### Local utilization, run 1

Drawn at 2 px/um. 12 x 12 tiles, from white (low) to dark blue (high), 0 to 100% covered.
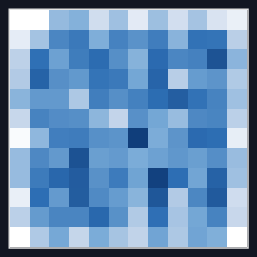
### Clock distribution, run 1

Drawn at 4 px/um.
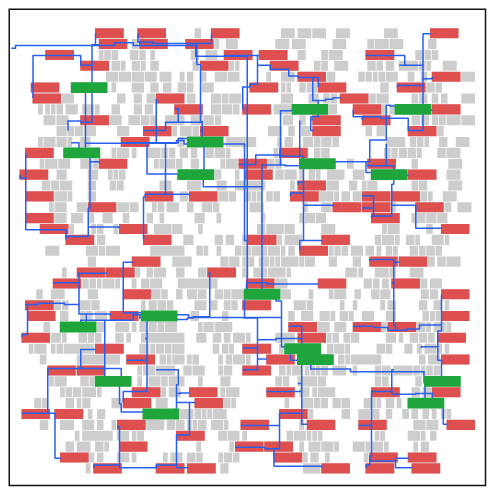
### The metal 4 layer, run 1

Drawn at 3 px/um.
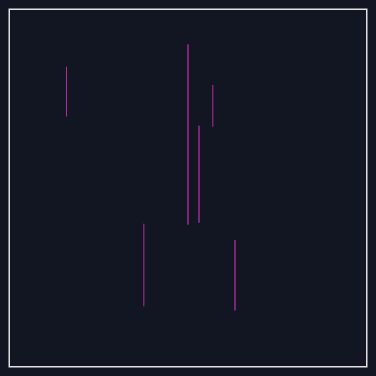
==> src/rtl/heartbeat_emitter_if.sv <==
// Signal bundle between a heartbeat emitter and the logic around it: control inputs from the
// system side, and watchdog drive plus statistics back out.
interface heartbeat_emitter_if;
  logic        I_ENABLE;
  logic        I_ALIVE_TICK;
  logic        I_SYSTEM_RESET;
  logic        I_MISS_CLEAR;
  logic        O_HEARTBEAT_START;
  logic        O_HEARTBEAT_RESET;
  logic [15:0] O_BEAT_COUNT;
  logic [7:0]  O_MISS_COUNT;
  logic        O_MISSED;

  modport slave (
    input  I_ENABLE, I_ALIVE_TICK, I_SYSTEM_RESET, I_MISS_CLEAR,
    output O_HEARTBEAT_START, O_HEARTBEAT_RESET, O_BEAT_COUNT, O_MISS_COUNT, O_MISSED
  );

  modport master (
    output I_ENABLE, I_ALIVE_TICK, I_SYSTEM_RESET, I_MISS_CLEAR,
    input  O_HEARTBEAT_START, O_HEARTBEAT_RESET, O_BEAT_COUNT, O_MISS_COUNT, O_MISSED
  );
endinterface

==> src/rtl/heartbeat_emitter.sv <==
// Watchdog heartbeat generator: one pulse per window in which the processor showed activity.
// Define HEARTBEAT_AUTO_TICK_EN to treat every window as alive (bring-up mode).
module heartbeat_emitter #(
  parameter int unsigned PERIOD_CYCLES  = 25_000_000,
  parameter int unsigned PULSE_CYCLES   = 4,
  parameter int unsigned HOLDOFF_CYCLES = 10000
) (
  input logic               clk,
  input logic               rst,
  heartbeat_emitter_if.slave hb
);

  localparam logic [31:0] WIN_LAST   = 32'(PERIOD_CYCLES - 1);
  localparam logic [31:0] PULSE_LAST = 32'(PULSE_CYCLES - 1);
  localparam logic [31:0] HOLD_LAST  = (HOLDOFF_CYCLES == 0) ? 32'd0 : 32'(HOLDOFF_CYCLES - 1);

  typedef enum logic [1:0] {OFF, RUN, PULSE, HOLD} state_t;

  state_t      state_q, state_d;
  logic [31:0] win_q, win_d;
  logic        tick_seen_q, tick_seen_d;
  logic [31:0] pcnt_q, pcnt_d;
  logic [31:0] hcnt_q, hcnt_d;
  logic [15:0] beat_q, beat_d;
  logic [7:0]  miss_q, miss_d;
  logic        missed_q, missed_d;
  logic        wrap;
  logic        tick_eff;

  assign wrap = (win_q == WIN_LAST);

`ifdef HEARTBEAT_AUTO_TICK_EN
  assign tick_eff = 1'b1;
`else
  // A tick landing in the wrap cycle still belongs to the window that is ending.
  assign tick_eff = tick_seen_q | hb.I_ALIVE_TICK;
`endif

  always_ff @(posedge clk) begin
    if (rst) begin
      state_q     <= OFF;
      win_q       <= '0;
      tick_seen_q <= 1'b0;
      pcnt_q      <= '0;
      hcnt_q      <= '0;
      beat_q      <= '0;
      miss_q      <= '0;
      missed_q    <= 1'b0;
    end else begin
      state_q     <= state_d;
      win_q       <= win_d;
      tick_seen_q <= tick_seen_d;
      pcnt_q      <= pcnt_d;
      hcnt_q      <= hcnt_d;
      beat_q      <= beat_d;
      miss_q      <= miss_d;
      missed_q    <= missed_d;
    end
  end

  always_comb begin
    state_d     = state_q;
    win_d       = win_q;
    tick_seen_d = tick_seen_q;
    pcnt_d      = pcnt_q;
    hcnt_d      = hcnt_q;
    beat_d      = beat_q;
    miss_d      = miss_q;
    missed_d    = missed_q;

    if (hb.I_MISS_CLEAR) missed_d = 1'b0;

    case (state_q)
      OFF: begin
        if (hb.I_ENABLE) begin
          state_d     = RUN;
          win_d       = '0;
          tick_seen_d = 1'b0;
        end
      end
      RUN, PULSE: begin
        if (!hb.I_ENABLE) begin
          state_d = OFF;
        end else if (hb.I_SYSTEM_RESET) begin
          state_d = HOLD;
          hcnt_d  = '0;
        end else begin
          win_d       = wrap ? 32'd0 : win_q + 32'd1;
          tick_seen_d = wrap ? 1'b0 : tick_eff;
          if (state_q == PULSE) begin
            if (pcnt_q == PULSE_LAST) state_d = RUN;
            else                      pcnt_d  = pcnt_q + 32'd1;
          end
          if (wrap) begin
            if (tick_eff) begin
              state_d = PULSE;
              pcnt_d  = '0;
              beat_d  = beat_q + 16'd1;
            end else begin
              miss_d   = (miss_q == 8'hFF) ? miss_q : miss_q + 8'd1;
              missed_d = 1'b1;
            end
          end
        end
      end
      HOLD: begin
        if (!hb.I_ENABLE) begin
          state_d = OFF;
        end else if (hb.I_SYSTEM_RESET) begin
          hcnt_d = '0;
        end else if (hcnt_q == HOLD_LAST) begin
          state_d     = RUN;
          win_d       = '0;
          tick_seen_d = 1'b0;
        end else begin
          hcnt_d = hcnt_q + 32'd1;
        end
      end
      default: state_d = OFF;
    endcase
  end

  // Watchdog drive comes straight from the state flops so no input reaches it combinationally.
  assign hb.O_HEARTBEAT_START = (state_q != OFF);
  assign hb.O_HEARTBEAT_RESET = (state_q == PULSE);
  assign hb.O_BEAT_COUNT      = beat_q;
  assign hb.O_MISS_COUNT      = miss_q;
  assign hb.O_MISSED          = missed_q;

endmodule

==> src/flat_wrapper.sv <==
// flat-port wrapper written by rule: the top's interface ports become plain ports
module heartbeat_emitter_flat 
#(
  parameter int unsigned PERIOD_CYCLES  = 25_000_000,
  parameter int unsigned PULSE_CYCLES   = 4,
  parameter int unsigned HOLDOFF_CYCLES = 10000
)
  (clk, rst, hb_I_ENABLE, hb_I_ALIVE_TICK, hb_I_SYSTEM_RESET, hb_I_MISS_CLEAR, hb_O_HEARTBEAT_START, hb_O_HEARTBEAT_RESET, hb_O_BEAT_COUNT, hb_O_MISS_COUNT, hb_O_MISSED);
  heartbeat_emitter_if hb_i ();
  input logic clk;
  input logic rst;
  input wire logic [$bits(hb_i.I_ENABLE)-1:0] hb_I_ENABLE;
  input wire logic [$bits(hb_i.I_ALIVE_TICK)-1:0] hb_I_ALIVE_TICK;
  input wire logic [$bits(hb_i.I_SYSTEM_RESET)-1:0] hb_I_SYSTEM_RESET;
  input wire logic [$bits(hb_i.I_MISS_CLEAR)-1:0] hb_I_MISS_CLEAR;
  output wire logic [$bits(hb_i.O_HEARTBEAT_START)-1:0] hb_O_HEARTBEAT_START;
  output wire logic [$bits(hb_i.O_HEARTBEAT_RESET)-1:0] hb_O_HEARTBEAT_RESET;
  output wire logic [$bits(hb_i.O_BEAT_COUNT)-1:0] hb_O_BEAT_COUNT;
  output wire logic [$bits(hb_i.O_MISS_COUNT)-1:0] hb_O_MISS_COUNT;
  output wire logic [$bits(hb_i.O_MISSED)-1:0] hb_O_MISSED;
  assign hb_i.I_ENABLE = hb_I_ENABLE;
  assign hb_i.I_ALIVE_TICK = hb_I_ALIVE_TICK;
  assign hb_i.I_SYSTEM_RESET = hb_I_SYSTEM_RESET;
  assign hb_i.I_MISS_CLEAR = hb_I_MISS_CLEAR;
  assign hb_O_HEARTBEAT_START = hb_i.O_HEARTBEAT_START;
  assign hb_O_HEARTBEAT_RESET = hb_i.O_HEARTBEAT_RESET;
  assign hb_O_BEAT_COUNT = hb_i.O_BEAT_COUNT;
  assign hb_O_MISS_COUNT = hb_i.O_MISS_COUNT;
  assign hb_O_MISSED = hb_i.O_MISSED;
  heartbeat_emitter #(.PERIOD_CYCLES(PERIOD_CYCLES), .PULSE_CYCLES(PULSE_CYCLES), .HOLDOFF_CYCLES(HOLDOFF_CYCLES)) u_core (.clk(clk), .rst(rst), .hb(hb_i));
endmodule
==> config.mk <==
export PLATFORM = sky130hd
export DESIGN_NAME = heartbeat_emitter_flat
export DESIGN_NICKNAME = d
export VERILOG_FILES = /design/src/rtl/heartbeat_emitter_if.sv /design/src/rtl/heartbeat_emitter.sv /design/src/flat_wrapper.sv
export SDC_FILE = /design/constraint.sdc
export NUM_CORES = 1
export LEC_CHECK = 0
export CAP_MARGIN = 0
export CORE_MARGIN = 2
export CORE_UTILIZATION = 49
export DETAILED_ROUTE_END_ITERATION = 7
export GPL_TIMING_DRIVEN = 1
export PLACE_DENSITY_LB_ADDON = 0.05
export SYNTH_ARGS = -nofsm -noshare
export SYNTH_HDL_FRONTEND = slang
export SYNTH_SLANG_ARGS = --single-unit
==> constraint.sdc <==
create_clock -name clk -period 3.3 [get_ports clk]
set_clock_uncertainty 0.2 [all_clocks]
set_input_delay 0.33 -clock clk [delete_from_list [all_inputs] [get_ports clk]]
set_output_delay 0.33 -clock clk [all_outputs]
set_load 0.02 [all_outputs]
==> results_tabular.tex, run 1 <==
% Table of physical implementation metrics
\begin{tabular}{lr}
\hline
Metric & Value \\
\hline
\multicolumn{2}{l}{\textbf{Placement}} \\
Weighted congestion reported at the end of routability-driven placement & 0.8224 \\
Inst Count DP & 974 \\
Sum of net half-perimeters after detailed placement & 10.14 mm \\
Count of input and output buffers & 32 \\
\multicolumn{2}{l}{\textbf{Final layout}} \\
Logic share of the area & 49.27\% \\
Final-layout clock-cell area share & 8.040\% \\
Area of the multi-input gates & 0.003734 mm\^{}2 \\
Sequential standard cell area & 0.002482 mm\^{}2 \\
Top class by area & multi-input combinational cells \\
Diodes inserted & 0 \\
Largest registers & u\_core.hcnt\_q (32), u\_core.pcnt\_q (32), u\_core.win\_q (32) \\
Layout fillers & between 1k and 1.5k \\
Inverters, non-clock & 20 \\
Number of buffers outside the clock class in the layout & 51 \\
\multicolumn{2}{l}{\textbf{Power and ir drop}} \\
Internal power contribution & 0.002821 W \\
Power of the combinational group & between 0.0002 and 0.00025 W \\
Sequential Power Share & 41.9\% \\
Pwr top & clock \\
\multicolumn{2}{l}{\textbf{Floorplanning}} \\
Number of tapcells & approximately 170 \\
Die Y & 118.7 um \\
Chip width & 118.7 um \\
\multicolumn{2}{l}{\textbf{Critical path}} \\
Critical path class & reg2reg \\
Top Family by Delay on Critical Path & simple AND/OR/NAND/NOR gates \\
Critical Path Start Type & flip-flop \\
Critical-path maximum fanout & 24 \\
Buffers \& Inverters on Critical Path & 1 \\
\multicolumn{2}{l}{\textbf{Route}} \\
Routed via count divided by cell count & roughly 5.8 \\
Remaining antenna violation count after routing & 0 \\
Wire length the detailed router placed on met1 & 7.139 mm \\
\multicolumn{2}{l}{\textbf{Synth}} \\
Count of different cell masters after synthesis & 59 \\
Top logic cell family in the synthesized netlist & simple AND/OR/NAND/NOR gates \\
Fraction of the mapped netlist area in adder cells & 1.748\% \\
Area leader, netlist & sky130\_fd\_sc\_hd\_\_dfxtp\_1 \\
Number of enable flip-flop cells & 0 \\
Most used standard cells in the synthesized netlist & sky130\_fd\_sc\_hd\_\_dfxtp\_1 (124), sky130\_fd\_sc\_hd\_\_nor2\_1 (96), sky130\_fd\_sc\_hd\_\_nand2\_1 (61) \\
Main area contributors after synthesis & sky130\_fd\_sc\_hd\_\_dfxtp\_1 (39\%), sky130\_fd\_sc\_hd\_\_nor2\_1 (5.6\%), sky130\_fd\_sc\_hd\_\_xor2\_1 (4.3\%) \\
Dominant cell by count in the synthesized netlist & sky130\_fd\_sc\_hd\_\_dfxtp\_1 \\
\multicolumn{2}{l}{\textbf{CTS}} \\
Maximum root-to-sink buffer count & 2 \\
Clock sink total & 124 \\
\multicolumn{2}{l}{\textbf{Final timing}} \\
Setup violations, final & 0 \\
TNS Setup & 0 ns \\
Final-report max-slew violation count & 0 \\
Achievable frequency & between 300 and 400 MHz \\
Tightest Pin Transition & around 0.81 ns \\
Hold violation count in the final report & 0 \\
\multicolumn{2}{l}{\textbf{GRT}} \\
Initial antenna violation count & 0 \\
Overall global routing resource usage & 21.94\% \\
Most used routing layer in global routing & met2 \\
Via count of the first global-routing pass & 5382 \\
Sum of overflow across all layers after global routing & 0 \\
\multicolumn{2}{l}{\textbf{Flow run}} \\
Maximum capacitance violations & 0 \\
Tool warning count & 29 \\
\multicolumn{2}{l}{\textbf{Outcome}} \\
Result of the run & completed \\
\hline
\end{tabular}
-- 'Local utilization' (at the start) --
The fullest tile reaches 94%. 14% of the tiles are over 75% full. The mean over all tiles is 52%.
final core utilization: 59.57%
core utilization at floorplan: 50.65%
core area: 0.01272 mm^2

-- 'Clock distribution' (at the start) --
clock-net drivers: shown in green, count 17. clock wires: shown in blue, length 1690 um. flip-flops: shown in red, count 124.
Position of the flops: spread over the die. There are 18 routed clock nets.

-- 'The metal 4 layer' (at the start) --
The layer carries 172 um of wire. 4 nets have wire on it. The longest straight run is 59.8 um.

## Run 2: what changed since run 1
--- a/config.mk
+++ b/config.mk
@@ -9,7 +9,6 @@
 export CORE_MARGIN = 2
 export CORE_UTILIZATION = 49
 export DETAILED_ROUTE_END_ITERATION = 7
-export GPL_TIMING_DRIVEN = 1
 export PLACE_DENSITY_LB_ADDON = 0.05
 export SYNTH_ARGS = -nofsm -noshare
 export SYNTH_HDL_FRONTEND = slang
### The metal 4 layer, run 2

Drawn at 3 px/um.
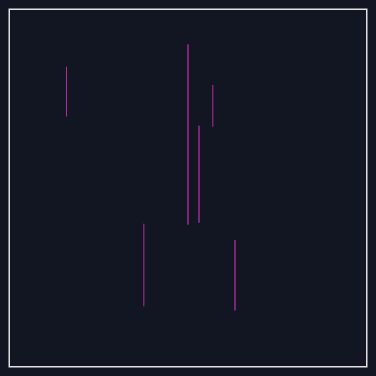
The layer carries 172 um of wire. The longest straight run is 59.8 um. The wires run mostly vertical.
vias post-DR: 5834
sum of routed wire length over all layers: 14.95 mm

### Clock distribution, run 2

Drawn at 4 px/um.
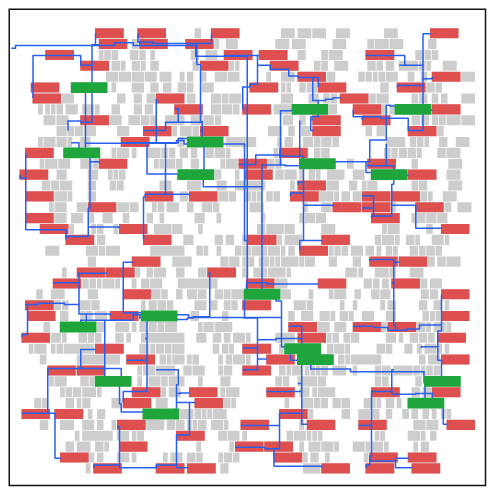
flip-flops: shown in red, count 124. clock wires: shown in blue, length 1690 um. clock-net drivers: shown in green, count 17.
Position of the flops: spread over the die.
clock insertion delay at the later pin of the skew report: 0.42 ns
total clock network power: 0.00189 W
Clock Power Share: 52.3%

### Local utilization, run 2

Drawn at 2 px/um. 12 x 12 tiles, from white (low) to dark blue (high), 0 to 100% covered.
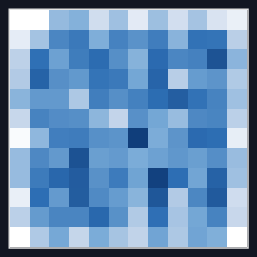
14% of the tiles are over 75% full. The mean over all tiles is 52%. The fullest tile reaches 94%. 2.8% of the tiles are nearly empty.

==> run 2 against run 1 <==
Net effect: largest cell class unchanged; die area is the same; fmax is the same; highest routed layer unchanged; count of clock-buffer cells in the layout is the same.
==> results_tabular.tex, run 2 <==
% Table of physical implementation metrics
\begin{tabular}{lr}
\hline
Metric & Value \\
\hline
\multicolumn{2}{l}{\textbf{Outcome}} \\
Result of the run & completed (unchanged) \\
\multicolumn{2}{l}{\textbf{Floorplanning}} \\
Number of tapcells & 172 (unchanged) \\
Number of ports placed on the die boundary & 33 (unchanged) \\
Standard-cell rows & 41 (unchanged) \\
Chip width & 118.7 um (unchanged) \\
Core utilization at floorplan & 50.65\% (unchanged) \\
Core area & 0.01272 mm\^{}2 (unchanged) \\
Die Y & 118.7 um (unchanged) \\
\multicolumn{2}{l}{\textbf{Final timing}} \\
Final-report max-slew violation count & 0 (unchanged) \\
Tightest Pin Transition & 0.8064 ns (unchanged) \\
Achievable frequency & 352.8 MHz (unchanged) \\
Setup violations, final & 0 (unchanged) \\
TNS Setup & 0 ns (unchanged) \\
Final worst slack & 0.4659 ns (unchanged) \\
Post-layout period usage of the worst path & 85.88\% (unchanged) \\
Hold\_ws & 0.2793 ns (unchanged) \\
Hold violation count in the final report & 0 (unchanged) \\
\multicolumn{2}{l}{\textbf{Route}} \\
Routed via count divided by cell count & 5.799 (unchanged) \\
First drt pass iteration count & 5 (unchanged) \\
Remaining design rule violation count & 0 (unchanged) \\
Routed wire length per instance & 14.86 um (unchanged) \\
Remaining antenna violation count after routing & 0 (unchanged) \\
Wire length the detailed router placed on met1 & 7.139 mm (unchanged) \\
\multicolumn{2}{l}{\textbf{CTS}} \\
Post-cts sizing count & 0 (unchanged) \\
Number of buffers inserted during clock tree synthesis & 17 (unchanged) \\
Maximum root-to-sink buffer count & 2 (unchanged) \\
Clock-pin slew of the registers on the worst-case setup and hold paths & 0.06 ns (about the same) \\
CTS tree & done (unchanged) \\
Clock sink total & 124 (unchanged) \\
Clock root buffer & sky130\_fd\_sc\_hd\_\_clkbuf\_16 (unchanged) \\
Number of buffers added to fix hold violations after cts & 0 (unchanged) \\
\multicolumn{2}{l}{\textbf{Power and ir drop}} \\
Internal power contribution & 0.002821 W (unchanged) \\
Reported net switching power & 0.0007981 W (unchanged) \\
Switching Fraction & 22.05\% (unchanged) \\
Sequential Power Share & 41.9\% (about the same) \\
Power of the combinational group & 0.000211 W (about the same) \\
Pwr top & clock (unchanged) \\
\multicolumn{2}{l}{\textbf{GRT}} \\
Global-route wire length before repair & 25.32 mm (unchanged) \\
Pin count of the biggest net entering global routing & 29 (unchanged) \\
Via count of the first global-routing pass & 5382 (unchanged) \\
Most used routing layer in global routing & met2 (unchanged) \\
Sum of overflow across all layers after global routing & 0 (unchanged) \\
Overall global routing resource usage & 21.94\% (unchanged) \\
Initial antenna violation count & 0 (unchanged) \\
\multicolumn{2}{l}{\textbf{Final layout}} \\
Final instance area & 0.007579 mm\^{}2 (unchanged) \\
Layout fillers & 1166 (unchanged) \\
Layout overhead on the synthesized area & 17.61\% (unchanged) \\
Inverters, non-clock & 20 (unchanged) \\
Diodes inserted & 0 (unchanged) \\
Final core utilization & 59.57\% (unchanged) \\
Logic share of the area & 49.27\% (unchanged) \\
Fraction of final layout cells sized beyond drive strength 1 & 8.273\% (unchanged) \\
Sequential standard cell area & 0.002482 mm\^{}2 (unchanged) \\
Largest registers & u\_core.hcnt\_q (32), u\_core.pcnt\_q (32), u\_core.win\_q (32) (unchanged) \\
Fraction of area in registers & 32.76\% (unchanged) \\
Top class by area & multi-input combinational cells (unchanged) \\
Final-layout clock-cell area share & 8.040\% (unchanged) \\
Area of the multi-input gates & 0.003734 mm\^{}2 (unchanged) \\
Count of multi-input gates & 607 (unchanged) \\
Number of buffers outside the clock class in the layout & 51 (unchanged) \\
\multicolumn{2}{l}{\textbf{Synth}} \\
Post-synthesis sequential area ratio & 38.52\% (unchanged) \\
Most used standard cells in the synthesized netlist & sky130\_fd\_sc\_hd\_\_dfxtp\_1 (124), sky130\_fd\_sc\_hd\_\_nor2\_1 (96), sky130\_fd\_sc\_hd\_\_nand2\_1 (61) (unchanged) \\
Main area contributors after synthesis & sky130\_fd\_sc\_hd\_\_dfxtp\_1 (39\%), sky130\_fd\_sc\_hd\_\_nor2\_1 (5.6\%), sky130\_fd\_sc\_hd\_\_xor2\_1 (4.3\%) (unchanged) \\
Fraction of the mapped netlist area in adder cells & 1.748\% (unchanged) \\
Post-synthesis average cell area & 8.209 um\^{}2 (unchanged) \\
Mux share & 0.4660\% (unchanged) \\
Post-synthesis xor/xnor area fraction & 8.427\% (unchanged) \\
Count of different cell masters after synthesis & 59 (unchanged) \\
Top cell area share & 38.52\% (unchanged) \\
Synthesis-stage register bit count & 124 (unchanged) \\
Top logic cell family in the synthesized netlist & simple AND/OR/NAND/NOR gates (unchanged) \\
Number of enable flip-flop cells & 0 (unchanged) \\
Area leader, netlist & sky130\_fd\_sc\_hd\_\_dfxtp\_1 (unchanged) \\
Dominant cell by count in the synthesized netlist & sky130\_fd\_sc\_hd\_\_dfxtp\_1 (unchanged) \\
\multicolumn{2}{l}{\textbf{Critical path}} \\
Buffers \& Inverters on Critical Path & 1 (unchanged) \\
Reg2reg end & u\_core.win\_q[24] (unchanged) \\
Crit end category & flip-flop (unchanged) \\
Critical path class & reg2reg (unchanged) \\
Critical-path maximum fanout & 24 (unchanged) \\
Critical Path Start Type & flip-flop (unchanged) \\
Minimum setup slack among reg-to-reg paths & 0.47 ns (about the same) \\
Top Family by Delay on Critical Path & simple AND/OR/NAND/NOR gates (unchanged) \\
\multicolumn{2}{l}{\textbf{Flow run}} \\
Tool warning count & 29 (unchanged) \\
Maximum capacitance violations & 0 (unchanged) \\
\multicolumn{2}{l}{\textbf{Placement}} \\
Count of input and output buffers & 32 (unchanged) \\
Inst Count DP & 974 (unchanged) \\
Sum of net half-perimeters after detailed placement & 10.14 mm (unchanged) \\
Weighted congestion reported at the end of routability-driven placement & 0.8224 (unchanged) \\
\multicolumn{2}{l}{\textbf{Hold path}} \\
Startpoint of the lowest-slack hold path & u\_core.tick\_seen\_q (unchanged) \\
\hline
\end{tabular}
### Routing congestion map, run 2

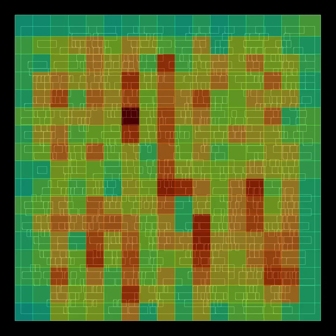

## Run 3: what changed since run 2
--- a/config.mk
+++ b/config.mk
@@ -9,6 +9,7 @@
 export CORE_MARGIN = 2
 export CORE_UTILIZATION = 49
 export DETAILED_ROUTE_END_ITERATION = 7
+export MAX_ROUTING_LAYER = met4
 export PLACE_DENSITY_LB_ADDON = 0.05
 export SYNTH_ARGS = -nofsm -noshare
 export SYNTH_HDL_FRONTEND = slang
### Routing congestion map, run 3

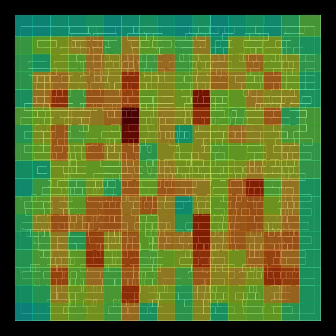
overall global routing resource usage: 22.53%
most used routing layer in global routing: met2
met2 GRT Util: 36.31%
met1 Use GR: 27.74%

### The metal 4 layer, run 3

Drawn at 3 px/um.
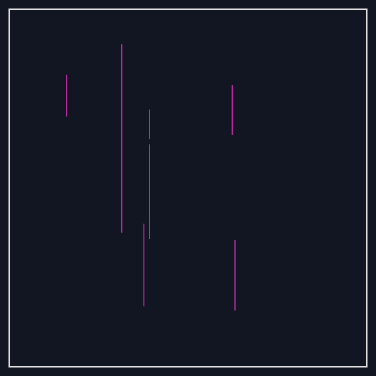
4 nets have wire on it. The wires run mostly vertical.
sum of routed wire length over all layers: 14.93 mm
vias post-DR: 5845

==> run 3 against run 2 <==
Net effect: total power about the same; fmax decreased by 0.53%; largest power group unchanged; global-route usage increased by 0.60 points.
==> results_tabular.tex, run 3 <==
% Table of physical implementation metrics
\begin{tabular}{lr}
\hline
Metric & Value \\
\hline
\multicolumn{2}{l}{\textbf{Floorplanning}} \\
Core utilization at floorplan & 50.65\% (unchanged) \\
Die Y & 118.7 um (unchanged) \\
Standard-cell rows & 41 (unchanged) \\
Core area & 0.01272 mm\^{}2 (unchanged) \\
Chip width & 118.7 um (unchanged) \\
\multicolumn{2}{l}{\textbf{Final layout}} \\
Final instance area & 0.007579 mm\^{}2 (unchanged) \\
Fraction of area in registers & 32.76\% (unchanged) \\
Fraction of final layout cells sized beyond drive strength 1 & 8.273\% (unchanged) \\
Layout overhead on the synthesized area & 17.61\% (unchanged) \\
Final-layout clock-cell area share & 8.040\% (unchanged) \\
Inverters, non-clock & 20 (unchanged) \\
Number of buffers outside the clock class in the layout & 51 (unchanged) \\
Largest registers & u\_core.hcnt\_q (32), u\_core.pcnt\_q (32), u\_core.win\_q (32) (unchanged) \\
Sequential standard cell area & 0.002482 mm\^{}2 (unchanged) \\
\multicolumn{2}{l}{\textbf{Route}} \\
Remaining antenna violation count after routing & 0 (unchanged) \\
First drt pass iteration count & 4 (was 5) \\
Routed via count divided by cell count & 5.810 (was 5.799) \\
Routed wire length per instance & 14.84 um (was 14.86 um) \\
Wire length the detailed router placed on met1 & 7.012 mm (was 7.139 mm) \\
\multicolumn{2}{l}{\textbf{Synth}} \\
Post-synthesis average cell area & 8.209 um\^{}2 (unchanged) \\
Top cell area share & 38.52\% (unchanged) \\
Post-synthesis sequential area ratio & 38.52\% (unchanged) \\
Area leader, netlist & sky130\_fd\_sc\_hd\_\_dfxtp\_1 (unchanged) \\
Synthesis-stage register bit count & 124 (unchanged) \\
Top logic cell family in the synthesized netlist & simple AND/OR/NAND/NOR gates (unchanged) \\
Post-synthesis xor/xnor area fraction & 8.427\% (unchanged) \\
Fraction of the mapped netlist area in adder cells & 1.748\% (unchanged) \\
Number of enable flip-flop cells & 0 (unchanged) \\
Most used standard cells in the synthesized netlist & sky130\_fd\_sc\_hd\_\_dfxtp\_1 (124), sky130\_fd\_sc\_hd\_\_nor2\_1 (96), sky130\_fd\_sc\_hd\_\_nand2\_1 (61) (unchanged) \\
Main area contributors after synthesis & sky130\_fd\_sc\_hd\_\_dfxtp\_1 (39\%), sky130\_fd\_sc\_hd\_\_nor2\_1 (5.6\%), sky130\_fd\_sc\_hd\_\_xor2\_1 (4.3\%) (unchanged) \\
\multicolumn{2}{l}{\textbf{Critical path}} \\
Critical path class & reg2reg (unchanged) \\
Critical Path Start Type & flip-flop (unchanged) \\
Top Family by Delay on Critical Path & simple AND/OR/NAND/NOR gates (unchanged) \\
Reg2reg end & u\_core.win\_q[24] (unchanged) \\
Buffers \& Inverters on Critical Path & 1 (unchanged) \\
\multicolumn{2}{l}{\textbf{GRT}} \\
Global-route wire length before repair & 25.32 mm (about the same) \\
Initial antenna violation count & 0 (unchanged) \\
Via count of the first global-routing pass & 5376 (was 5382) \\
Pin count of the biggest net entering global routing & 29 (unchanged) \\
Sum of overflow across all layers after global routing & 0 (unchanged) \\
\multicolumn{2}{l}{\textbf{Power and ir drop}} \\
Sequential Power Share & 41.9\% (about the same) \\
Reported net switching power & 0.0008002 W (was 0.0007981 W) \\
Total clock network power & 0.00189 W (about the same) \\
Pwr top & clock (unchanged) \\
Internal power contribution & 0.002821 W (about the same) \\
\multicolumn{2}{l}{\textbf{CTS}} \\
Clock root buffer & sky130\_fd\_sc\_hd\_\_clkbuf\_16 (unchanged) \\
Clock-pin slew of the registers on the worst-case setup and hold paths & 0.06 ns (about the same) \\
Clock insertion delay at the later pin of the skew report & 0.42 ns (about the same) \\
Number of buffers inserted during clock tree synthesis & 17 (unchanged) \\
Number of buffers added to fix hold violations after cts & 0 (unchanged) \\
Maximum root-to-sink buffer count & 2 (unchanged) \\
Clock sink total & 124 (unchanged) \\
\multicolumn{2}{l}{\textbf{Final timing}} \\
Tightest Pin Transition & 0.8172 ns (was 0.8064 ns) \\
TNS Setup & 0 ns (unchanged) \\
Achievable frequency & 351.0 MHz (was 352.8 MHz) \\
Hold violation count in the final report & 0 (unchanged) \\
Final worst slack & 0.4509 ns (was 0.4659 ns) \\
Hold\_ws & 0.2794 ns (was 0.2793 ns) \\
\multicolumn{2}{l}{\textbf{Placement}} \\
Inst Count DP & 974 (unchanged) \\
Sum of net half-perimeters after detailed placement & 10.14 mm (unchanged) \\
\multicolumn{2}{l}{\textbf{Flow run}} \\
Maximum capacitance violations & 0 (unchanged) \\
Tool warning count & 29 (unchanged) \\
\multicolumn{2}{l}{\textbf{Outcome}} \\
Result of the run & completed (unchanged) \\
\hline
\end{tabular}
### Power grid, run 3

Drawn at 4 px/um. Pins as bars on the die edge.
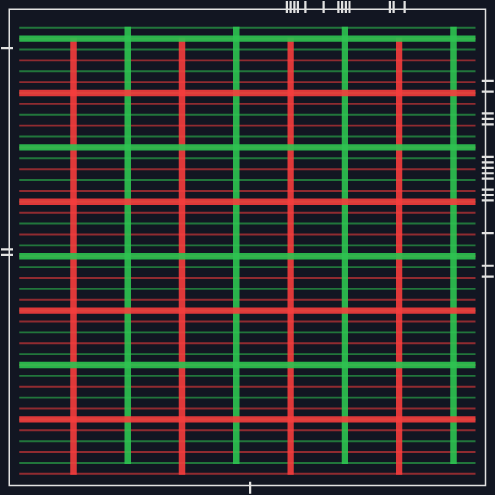
VSS: shown in red. VDD: shown in green.
8 straps on met5. The core has 41 rows. 33 signal pins sit on the boundary. 42 met1 rails follow the rows. 8 straps on met4.

Power figures rest on the tool's default switching activity, not on a simulated workload.
